`config.mk`:
```
export PLATFORM = sky130hd
export DESIGN_NAME = evolved_cut_sequencer_flat
export DESIGN_NICKNAME = d
export VERILOG_FILES = /design/src/rtl/evolved_cut_sequencer_if.sv /design/src/rtl/evolved_cut_sequencer.sv /design/src/flat_wrapper.sv
export SDC_FILE = /design/constraint.sdc
export NUM_CORES = 1
export LEC_CHECK = 0
export ABC_AREA = 1
export CAP_MARGIN = 30
export CORE_MARGIN = 2
export CORE_UTILIZATION = 50
export DETAILED_ROUTE_END_ITERATION = 10
export PLACE_DENSITY_LB_ADDON = 0.3
export SLEW_MARGIN = 20
export SYNTH_ARGS = -nofsm -noshare
export SYNTH_HDL_FRONTEND = slang
export SYNTH_SLANG_ARGS = --single-unit
export TNS_END_PERCENT = 20
```
`constraint.sdc`:
```
create_clock -name clk -period 2.1 [get_ports clk]
set_input_delay 0.21 -clock clk [delete_from_list [all_inputs] [get_ports clk]]
set_output_delay 0.21 -clock clk [all_outputs]
set_load 0.01 [all_outputs]
```
`src/rtl/evolved_cut_sequencer_if.sv`:
```
// Host-side control and readout bundle of the evolved CUT sequencer.
// The host (or JTAG readout logic) is the master; the sequencer is the slave.
interface evolved_cut_sequencer_if #(
  parameter int IN_WIDTH = 2
) ();
  localparam int NV = 2 ** IN_WIDTH;

  logic          start;
  logic          abort;
  logic          busy;
  logic          done;
  logic          pass;
  logic [NV-1:0] result;
  logic [NV-1:0] osc_mask;
  logic [NV-1:0] fail_mask;

  modport master (
    output start,
    output abort,
    input  busy,
    input  done,
    input  pass,
    input  result,
    input  osc_mask,
    input  fail_mask
  );

  modport slave (
    input  start,
    input  abort,
    output busy,
    output done,
    output pass,
    output result,
    output osc_mask,
    output fail_mask
  );
endinterface

```
`src/rtl/evolved_cut_sequencer.sv`:
```
// Test sequencer for small evolved LCELL circuits-under-test.
// Steps cut_in through every vector in ascending order, lets the CUT settle,
// samples its synchronized output to classify stable-0 / stable-1 / oscillating,
// and compares stable results against an expected truth table.
module evolved_cut_sequencer #(
  parameter int                     IN_WIDTH      = 2,
  parameter int                     SETTLE_CYCLES = 16,
  parameter int                     SAMPLE_COUNT  = 8,
  parameter logic [2**IN_WIDTH-1:0] EXPECTED      = 4'b1000
) (
  input  logic                      clk,
  input  logic                      rst_n,
  evolved_cut_sequencer_if.slave    hostIf,
  output logic [IN_WIDTH-1:0]       cut_in_o,
  input  logic                      cut_out_i
);

  localparam int NV      = 2 ** IN_WIDTH;
  localparam int MAX_CNT = (SETTLE_CYCLES > SAMPLE_COUNT) ? SETTLE_CYCLES : SAMPLE_COUNT;
  localparam int CNT_W   = (MAX_CNT > 1) ? $clog2(MAX_CNT) : 1;

  localparam logic [CNT_W-1:0]    SETTLE_LAST = CNT_W'(SETTLE_CYCLES - 1);
  localparam logic [CNT_W-1:0]    SAMPLE_LAST = CNT_W'(SAMPLE_COUNT - 1);
  localparam logic [IN_WIDTH-1:0] VEC_LAST    = IN_WIDTH'(NV - 1);

  typedef enum logic [2:0] {
    IDLE,
    SETTLE,
    SAMPLE,
    RECORD,
    DONE
  } state_t;

  state_t              state_q;
  logic [IN_WIDTH-1:0] vec_q;
  logic [IN_WIDTH-1:0] cutIn_q;
  logic [CNT_W-1:0]    cnt_q;
  logic                syncMeta_q;
  logic                syncOut_q;
  logic                refSample_q;
  logic                oscFlag_q;
  logic                busy_q;
  logic                done_q;
  logic                pass_q;
  logic [NV-1:0]       result_q;
  logic [NV-1:0]       oscMask_q;
  logic [NV-1:0]       failMask_q;

  logic                recFail;
  logic [NV-1:0]       failMask_d;

  // Two-flop synchronizer: the CUT output is asynchronous to clk.
  always_ff @(posedge clk) begin
    if (!rst_n) begin
      syncMeta_q <= 1'b0;
      syncOut_q  <= 1'b0;
    end else begin
      syncMeta_q <= cut_out_i;
      syncOut_q  <= syncMeta_q;
    end
  end

  // Fail mask as it will look after the current vector is recorded, so pass can include it.
  always_comb begin
    recFail             = oscFlag_q | (refSample_q != EXPECTED[vec_q]);
    failMask_d          = failMask_q;
    failMask_d[vec_q]   = recFail;
  end

  // Main sequencing FSM with all outputs registered.
  always_ff @(posedge clk) begin
    if (!rst_n) begin
      state_q     <= IDLE;
      vec_q       <= '0;
      cutIn_q     <= '0;
      cnt_q       <= '0;
      refSample_q <= 1'b0;
      oscFlag_q   <= 1'b0;
      busy_q      <= 1'b0;
      done_q      <= 1'b0;
      pass_q      <= 1'b0;
      result_q    <= '0;
      oscMask_q   <= '0;
      failMask_q  <= '0;
    end else begin
      done_q <= 1'b0;
      if (hostIf.abort && (state_q == SETTLE || state_q == SAMPLE || state_q == RECORD)) begin
        state_q   <= IDLE;
        busy_q    <= 1'b0;
        cutIn_q   <= '0;
        pass_q    <= 1'b0;
        cnt_q     <= '0;
        vec_q     <= '0;
        oscFlag_q <= 1'b0;
      end else begin
        case (state_q)
          IDLE: begin
            if (hostIf.start) begin
              result_q   <= '0;
              oscMask_q  <= '0;
              failMask_q <= '0;
              pass_q     <= 1'b0;
              cutIn_q    <= '0;
              vec_q      <= '0;
              cnt_q      <= '0;
              oscFlag_q  <= 1'b0;
              busy_q     <= 1'b1;
              state_q    <= SETTLE;
            end
          end

          SETTLE: begin
            if (cnt_q == SETTLE_LAST) begin
              cnt_q   <= '0;
              state_q <= SAMPLE;
            end else begin
              cnt_q <= cnt_q + 1'b1;
            end
          end

          SAMPLE: begin
            if (cnt_q == '0) begin
              refSample_q <= syncOut_q;
            end else if (syncOut_q != refSample_q) begin
              oscFlag_q <= 1'b1;
            end
            if (cnt_q == SAMPLE_LAST) begin
              cnt_q   <= '0;
              state_q <= RECORD;
            end else begin
              cnt_q <= cnt_q + 1'b1;
            end
          end

          RECORD: begin
            result_q[vec_q]  <= refSample_q;
            oscMask_q[vec_q] <= oscFlag_q;
            failMask_q       <= failMask_d;
            oscFlag_q        <= 1'b0;
            if (vec_q == VEC_LAST) begin
              state_q <= DONE;
              done_q  <= 1'b1;
              busy_q  <= 1'b0;
              pass_q  <= (failMask_d == '0);
            end else begin
              vec_q   <= vec_q + 1'b1;
              cutIn_q <= vec_q + 1'b1;
              cnt_q   <= '0;
              state_q <= SETTLE;
            end
          end

          DONE: begin
            state_q <= IDLE;
          end

          default: begin
            state_q <= IDLE;
          end
        endcase
      end
    end
  end

  assign cut_in_o         = cutIn_q;
  assign hostIf.busy      = busy_q;
  assign hostIf.done      = done_q;
  assign hostIf.pass      = pass_q;
  assign hostIf.result    = result_q;
  assign hostIf.osc_mask  = oscMask_q;
  assign hostIf.fail_mask = failMask_q;

endmodule
```
`src/flat_wrapper.sv`:
```
// flat-port wrapper written by rule: the top's interface ports become plain ports
module evolved_cut_sequencer_flat 
#(
  parameter int                     IN_WIDTH      = 2,
  parameter int                     SETTLE_CYCLES = 16,
  parameter int                     SAMPLE_COUNT  = 8,
  parameter logic [2**IN_WIDTH-1:0] EXPECTED      = 4'b1000
)
  (clk, rst_n, cut_in_o, cut_out_i, hostIf_start, hostIf_abort, hostIf_busy, hostIf_done, hostIf_pass, hostIf_result, hostIf_osc_mask, hostIf_fail_mask);
  evolved_cut_sequencer_if #(.IN_WIDTH(IN_WIDTH)) hostIf_i ();
  input  logic clk;
  input  logic rst_n;
  output logic [IN_WIDTH-1:0] cut_in_o;
  input  logic cut_out_i;
  input wire logic [$bits(hostIf_i.start)-1:0] hostIf_start;
  input wire logic [$bits(hostIf_i.abort)-1:0] hostIf_abort;
  output wire logic [$bits(hostIf_i.busy)-1:0] hostIf_busy;
  output wire logic [$bits(hostIf_i.done)-1:0] hostIf_done;
  output wire logic [$bits(hostIf_i.pass)-1:0] hostIf_pass;
  output wire logic [$bits(hostIf_i.result)-1:0] hostIf_result;
  output wire logic [$bits(hostIf_i.osc_mask)-1:0] hostIf_osc_mask;
  output wire logic [$bits(hostIf_i.fail_mask)-1:0] hostIf_fail_mask;
  assign hostIf_i.start = hostIf_start;
  assign hostIf_i.abort = hostIf_abort;
  assign hostIf_busy = hostIf_i.busy;
  assign hostIf_done = hostIf_i.done;
  assign hostIf_pass = hostIf_i.pass;
  assign hostIf_result = hostIf_i.result;
  assign hostIf_osc_mask = hostIf_i.osc_mask;
  assign hostIf_fail_mask = hostIf_i.fail_mask;
  evolved_cut_sequencer #(.IN_WIDTH(IN_WIDTH), .SETTLE_CYCLES(SETTLE_CYCLES), .SAMPLE_COUNT(SAMPLE_COUNT), .EXPECTED(EXPECTED)) u_core (.clk(clk), .rst_n(rst_n), .hostIf(hostIf_i), .cut_in_o(cut_in_o), .cut_out_i(cut_out_i));
endmodule
```
### PDN straps and rails, run 1

(6 px per um) Pins as bars on the die edge.
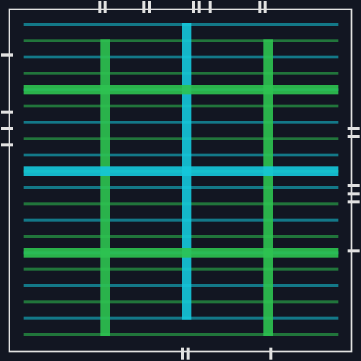
- VDD: cyan
- VSS: green
- rows: 19
- met4 straps: 3
- met5 straps: 3
- met1 rails: 20
- signal pins: 22
die outline height: 56.8 um
die extent in x: 56.8 um
worst voltage drop across the vdd grid: 0.650 mV
Std-Cell Core Area: 2710 um^2

### Cell outlines without signal wires, run 1

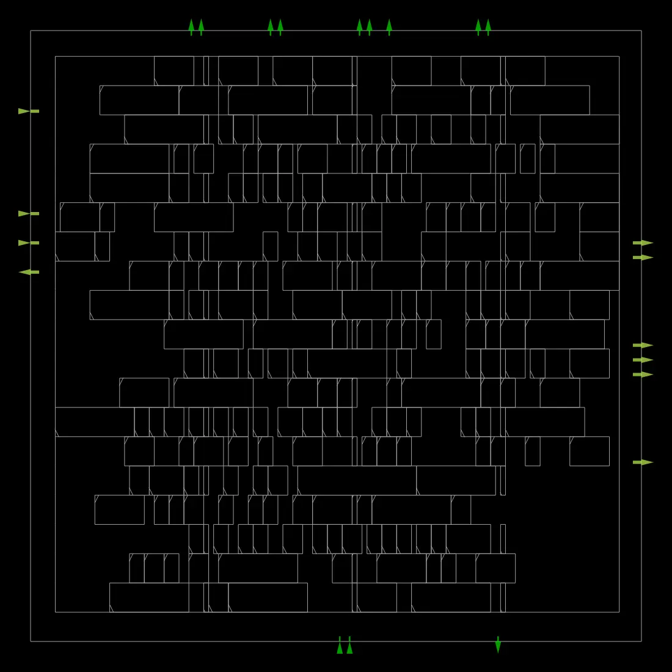
Post-Route Utilization: 0.617
final instance count without filler cells: 252
# rows: 19
sequential cell area share: 0.335
Seq Cell Count: 28

### Clock network drawn from the DEF, run 1

(10 px per um)
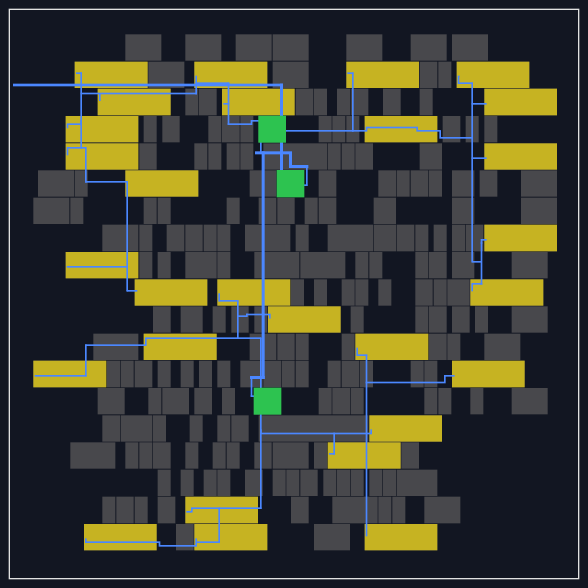
- clock wires: blue (length 321 um)
- cells driving clock nets: green (count 3)
- flip-flops: yellow (count 28)
- flops lie: spread over the die
- routed clock nets: 4
total clock network power: 0.000361 W
clock skew: 1.44 ps
proportion of power drawn by the clock network: 0.230

==> flow_metrics.tcl, run 1 <==
# place-and-route summary
set metrics [dict create \
    status "finished, final reports clean" \
    hold_path_startpoint "cut_out_i" \
    grt_start_max_net_pins 17 \
    drt_wl_total_mm 2.92 \
    met1_usage 0.256 \
    final-setup-viol-count 0 \
    timing_hold_violations_final 0 \
    numClockSinks 28 \
    worst-path-buf-inv 1 \
    detailroute.via_count 1286 \
    dp_cells 248 \
    cts_resized 0 \
    vias_per_cell 5.10 \
    seqCellArea_um2 561 \
    fp_util 0.514 \
    period_minus_slack_ps 1760 \
    postSynthAreaPerCell_um2 6.97 \
    non_clock_inverter_count 31 \
    maxClockFrequency_mhz 568 \
    rrSetupSlack_ps 340 \
    hold_path.class "in2reg" \
    nonClkBufAreaFrac 0.126 \
    final_layout_size_suffix_gt1_frac 0.0498 \
    yosysWarnings 0 \
    grt_setup_unrepaired "no" \
    final.setup.tns_ps 0 \
    number_of_logic_stages_on_the_critical_path_including_buffering 7 \
    yosys.area_share.adder 0.0628 \
    grt_first_pass_wirelength_mm 4.97 \
    logic_area_um2 693 \
    grt_pass1_vias 1162 \
    worstPathCellList "nand2_1 -> nor2_4 -> inv_2 -> nand2_1 -> nand3_1 -> nand2_1 -> a21oi_1" \
    cts_setup_buffers 0 \
    wl_met3_um 86 \
    layout_top_cell_excl_fill_tap "sky130_fd_sc_hd__nand2_1" \
    timing.rr.end "u_core.hostIf.osc_mask[3]" \
    gr-usage-met2 0.321 \
    synth_stat.cells 200 \
    synth.logic.top_family "simple AND/OR/NAND/NOR gates" \
    global_route.peak_usage_layer "met2" \
    clock_tree.buffer_depth 2 \
    clock_buffer_count 3 \
    globalplace.congestion 0.887 \
    antenna_viol_nets_final 0 \
    worstSetupEndpoint "u_core.hostIf.osc_mask[3]" \
    worst_path_largest_cell_delay_ps 460 \
    drt_first_pass_iters 4 \
    critPathTopFamily "simple AND/OR/NAND/NOR gates" \
    top_area_cell_class "combinational gates" \
    drt_drc_violations_left 0 \
    buffer_count_excluding_the_clock_tree_in_the_final_layout 21 \
    reg2regPathDepth 7 \
]
-- run 1: report_power, final --
group | internal (W) | switching (W) | leakage [nW]
sequential | 0.000584 | 0.0000585 | 0.227
clock | 0.000193 | 0.000168 | 0.0279
combinational | 0.000188 | 0.000380 | 0.423
total | 0.000966 | 0.000606 | 0.678
-- run 1: kinds of logic after synthesis --
logic type	count (synthesis)
AOI/OAI and AO/OA	33
DFF	28
xor gates and xnor gates	2
adders and majority gates	7
buffers and inverters	35
and+or+nand+nor	95
-- run 1: flip-flops by register name (all words and copies together) (netlist names), 2 cells and up --
register and cells:
u_core.state_q 3, u_core.cnt_q 4, u_core.hostIf.fail_mask 4, u_core.vec_q 2, u_core.hostIf.osc_mask 4, u_core.hostIf.result 4
-- run 1: Yosys cell counts (all sizes together) --
cell | count | area (um^2)
xor2 | 1 | 8.76
a22oi | 1 | 7.51
nand4 | 7 | 43.8
nand2 | 58 | 223
a21oi | 22 | 110
nor2 | 13 | 56.3
dfxtp | 28 | 561
clkbuf | 1 | 3.75
nand3 | 17 | 85.1
o211ai | 1 | 12.5
o21a | 1 | 7.51
clkinv | 3 | 11.3
o31ai | 1 | 7.51
buf | 3 | 20.0
ha | 7 | 87.6
xnor2 | 1 | 8.76
inv | 28 | 105
o21ai | 7 | 35.0
-- run 1: metrics by stage --
step	power (W)	area, um^2
2_1_floorplan	0.00109	1390
3_3_place_gp	0.00121	1620
3_5_place_dp	0.00121	1620
4_1_cts	0.00157	1670
5_1_grt	0.00169	1670
6_report	0.00157	1670
-- run 1: worst reg2reg max path: cells and delay by family, from the launching register on --
| family | cells | cell delay, ps |
|---|---|---|
| AND/OR/NAND/NOR | 5 | 1080 |
| buffers and inverters | 1 | 70 |
| flip-flops | 1 | 460 |
| AND-OR/OR-AND | 1 | 60 |
### Cell classes on the final placement, run 1

(4 px per um) Fill, decap, tap and diode cells in gray.
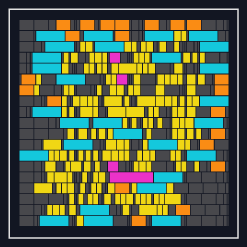

==> run 2: changes to the inputs <==
==> constraint.sdc (replaced) <==
create_clock -name clk -period 1.7 [get_ports clk]
set_input_delay 0.17 -clock clk [delete_from_list [all_inputs] [get_ports clk]]
set_output_delay 0.17 -clock clk [all_outputs]
set_load 0.01 [all_outputs]
### Cell classes on the final placement, run 2

(4 px per um) Fill, decap, tap and diode cells in gray.
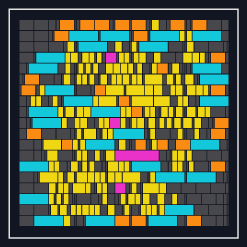
- all other logic: yellow (cells 168; share of their area 48%)
- other buffers and delay cells: orange (cells 28; share of their area 15%)
- flip-flops: cyan (cells 28; share of their area 33%)
- clock drivers and dummy loads: magenta (cells 4; share of their area 3.1%)

==> run 2 against run 1 <==
Net effect: sequential share of layout area fell by 1.2 points; final area rose by 3.8%; area after synthesis did not move; critical path depth fell by 5; hold slack got worse by 40 ps; setup slack got worse by 180 ps; clock skew rose by 2.0 ps; non-clock buffer count rose by 7; global-route usage rose by 0.24 points; via count rose by 1.9%; cell count rose by 2.8%; combinational power rose by 33%; largest power group unchanged.
==> flow_metrics.tcl, run 2 <==
# place-and-route summary
set metrics [dict create \
    status "finished, final reports clean" \
    synthTopCellsByArea "sky130_fd_sc_hd__dfxtp_1, sky130_fd_sc_hd__nand2_1, sky130_fd_sc_hd__a21oi_1" \
    async_reset_ff_frac 0 \
    timing_hold_violations_final 0 \
    fin_worst_skew_ps 3.40 \
    dieHeight_um 56.8 \
    start_kind "flip-flop" \
    areaGrowthSynthToFinish_pct 24.5 \
    drt_first_pass_iters 4 \
    final.setup.tns_ps 0 \
    die_width_um 56.8 \
    layout_top_cell_excl_fill_tap "sky130_fd_sc_hd__nand2_1" \
    flop_cell "sky130_fd_sc_hd__dfxtp_1" \
    antenna_viol_nets_final 0 \
    final-setup-viol-count 0 \
    maxClockFrequency_mhz 651 \
    edf_count 0 \
    grt_pass1_vias 1185 \
    most_numerous_cell_in_the_yosys_netlist "sky130_fd_sc_hd__nand2_1" \
    grt_start_max_net_pins 17 \
    vdd_drop_max_mv 0.912 \
    floorplan.rows 19 \
    worst_setup_path_end_kind "output pin" \
    global_route.peak_usage_layer "met2" \
    hold_path_startpoint "cut_out_i" \
    synth_stat.cells 200 \
    synth.top_cell.area_share 0.402 \
    hold_path.class "in2reg" \
    wl_met3_um 66 \
    vias_per_cell 5.06 \
    gr-usage-met2 0.329 \
    most_frequent_cells_after_synthesis "sky130_fd_sc_hd__nand2_1, sky130_fd_sc_hd__dfxtp_1, sky130_fd_sc_hd__inv_1" \
    drt_drc_violations_left 0 \
    numClockSinks 28 \
    yosysWarnings 0 \
    met1_usage 0.256 \
    grt_setup_unrepaired "no" \
    period_minus_slack_ps 1540 \
    synth.largest_area_cell "sky130_fd_sc_hd__dfxtp_1" \
    clock_tree.buffer_depth 2 \
    postSynthAreaPerCell_um2 6.97 \
    grt_first_pass_wirelength_mm 5.04 \
    cts_setup_buffers 0 \
    final_layout_size_suffix_gt1_frac 0.0921 \
    post-layout-total-power_w 0.00200 \
    globalplace.congestion 0.827 \
    fp.coreArea_um2 2710 \
    design.portCount 22 \
    detailroute.via_count 1311 \
    fp_util 0.514 \
]
### Signal wires by layer, run 2

(6 px per um) Two of the layers only.
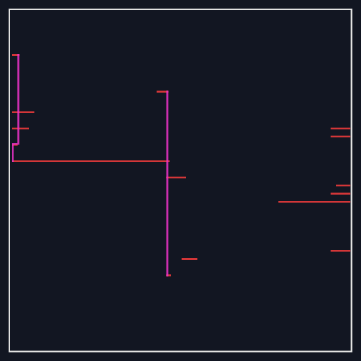
- met3: red (wire length 66.5 um)
- met4: magenta (wire length 49.2 um)
wire per inst: 11.0 um
total wire length: 2.86 mm
total routing resource utilization after global routing: 0.196

## run 2: cell counts after synthesis
Identical to the previous run, type by type.
## run 2: worst paths after layout
kind	endpoint	slack, ps	cells past startpoint
min	u_core.syncMeta_q	340	3
max reg2reg	u_core.hostIf.pass	160	7
min reg2reg	u_core.syncOut_q	440	2
max	cut_in_o[1]	160	2
## run 2: power by group
group          leakage, nW  switching (W)  internal (W)
Clock               0.0279       0.000205      0.000239
Combinational        0.458       0.000470      0.000289
Sequential           0.228      0.0000723      0.000722
## run 2: cell type report
type,count,area [um^2],area share
Inverter,31,116,0.0671
Sequential cell,28,562,0.324
Timing Repair Buffer,28,263,0.151
Clock buffer,3,22.5,0.0130
Multi-Input combinational cell,137,703,0.405
Tap cell,31,38.8,0.0224
Clock inverter,1,30.0,0.0173
## run 2: what timing repair did
action | 4_1_cts | 5_1_grt
endpoints found under the setup margin | 0 | 5
gates resized | 0 | 4
hold buffers | 0 | 0
## run 2: kinds of logic (layout without fill, tap and decap cells)
family	count (synthesis)	after routing	synth area share
simple gates	95	95	0.293
buf+inv	35	63	0.101
compound gates	33	33	0.129
flops	28	28	0.402
fa+ha+maj	7	7	0.0628
xor+xnor	2	2	0.0126
## run 2: stage by stage
stage / setup slack, ps / std cells / hold slack (ps) / area, um^2 / util
floorplan: 210 / 200 / 263 / 1390 / -
global placement: 149 / 255 / 395 / 1670 / 0.617
detailed placement: 49.9 / 255 / 406 / 1670 / 0.617
CTS: 20.5 / 259 / 334 / 1720 / 0.636
global route: 39.3 / 259 / 377 / 1740 / 0.640
finish: 164 / 259 / 341 / 1740 / 0.640
## run 2: worst max-delay path: stages (launching register included)
cell                              delay (ps)
sky130_fd_sc_hd__dfxtp_1                 370
sky130_fd_sc_hd__buf_4                   140
sky130_fd_sc_hd__clkdlybuf4s50_1         530
Power figures rest on the tool's default switching activity, not on a simulated workload.
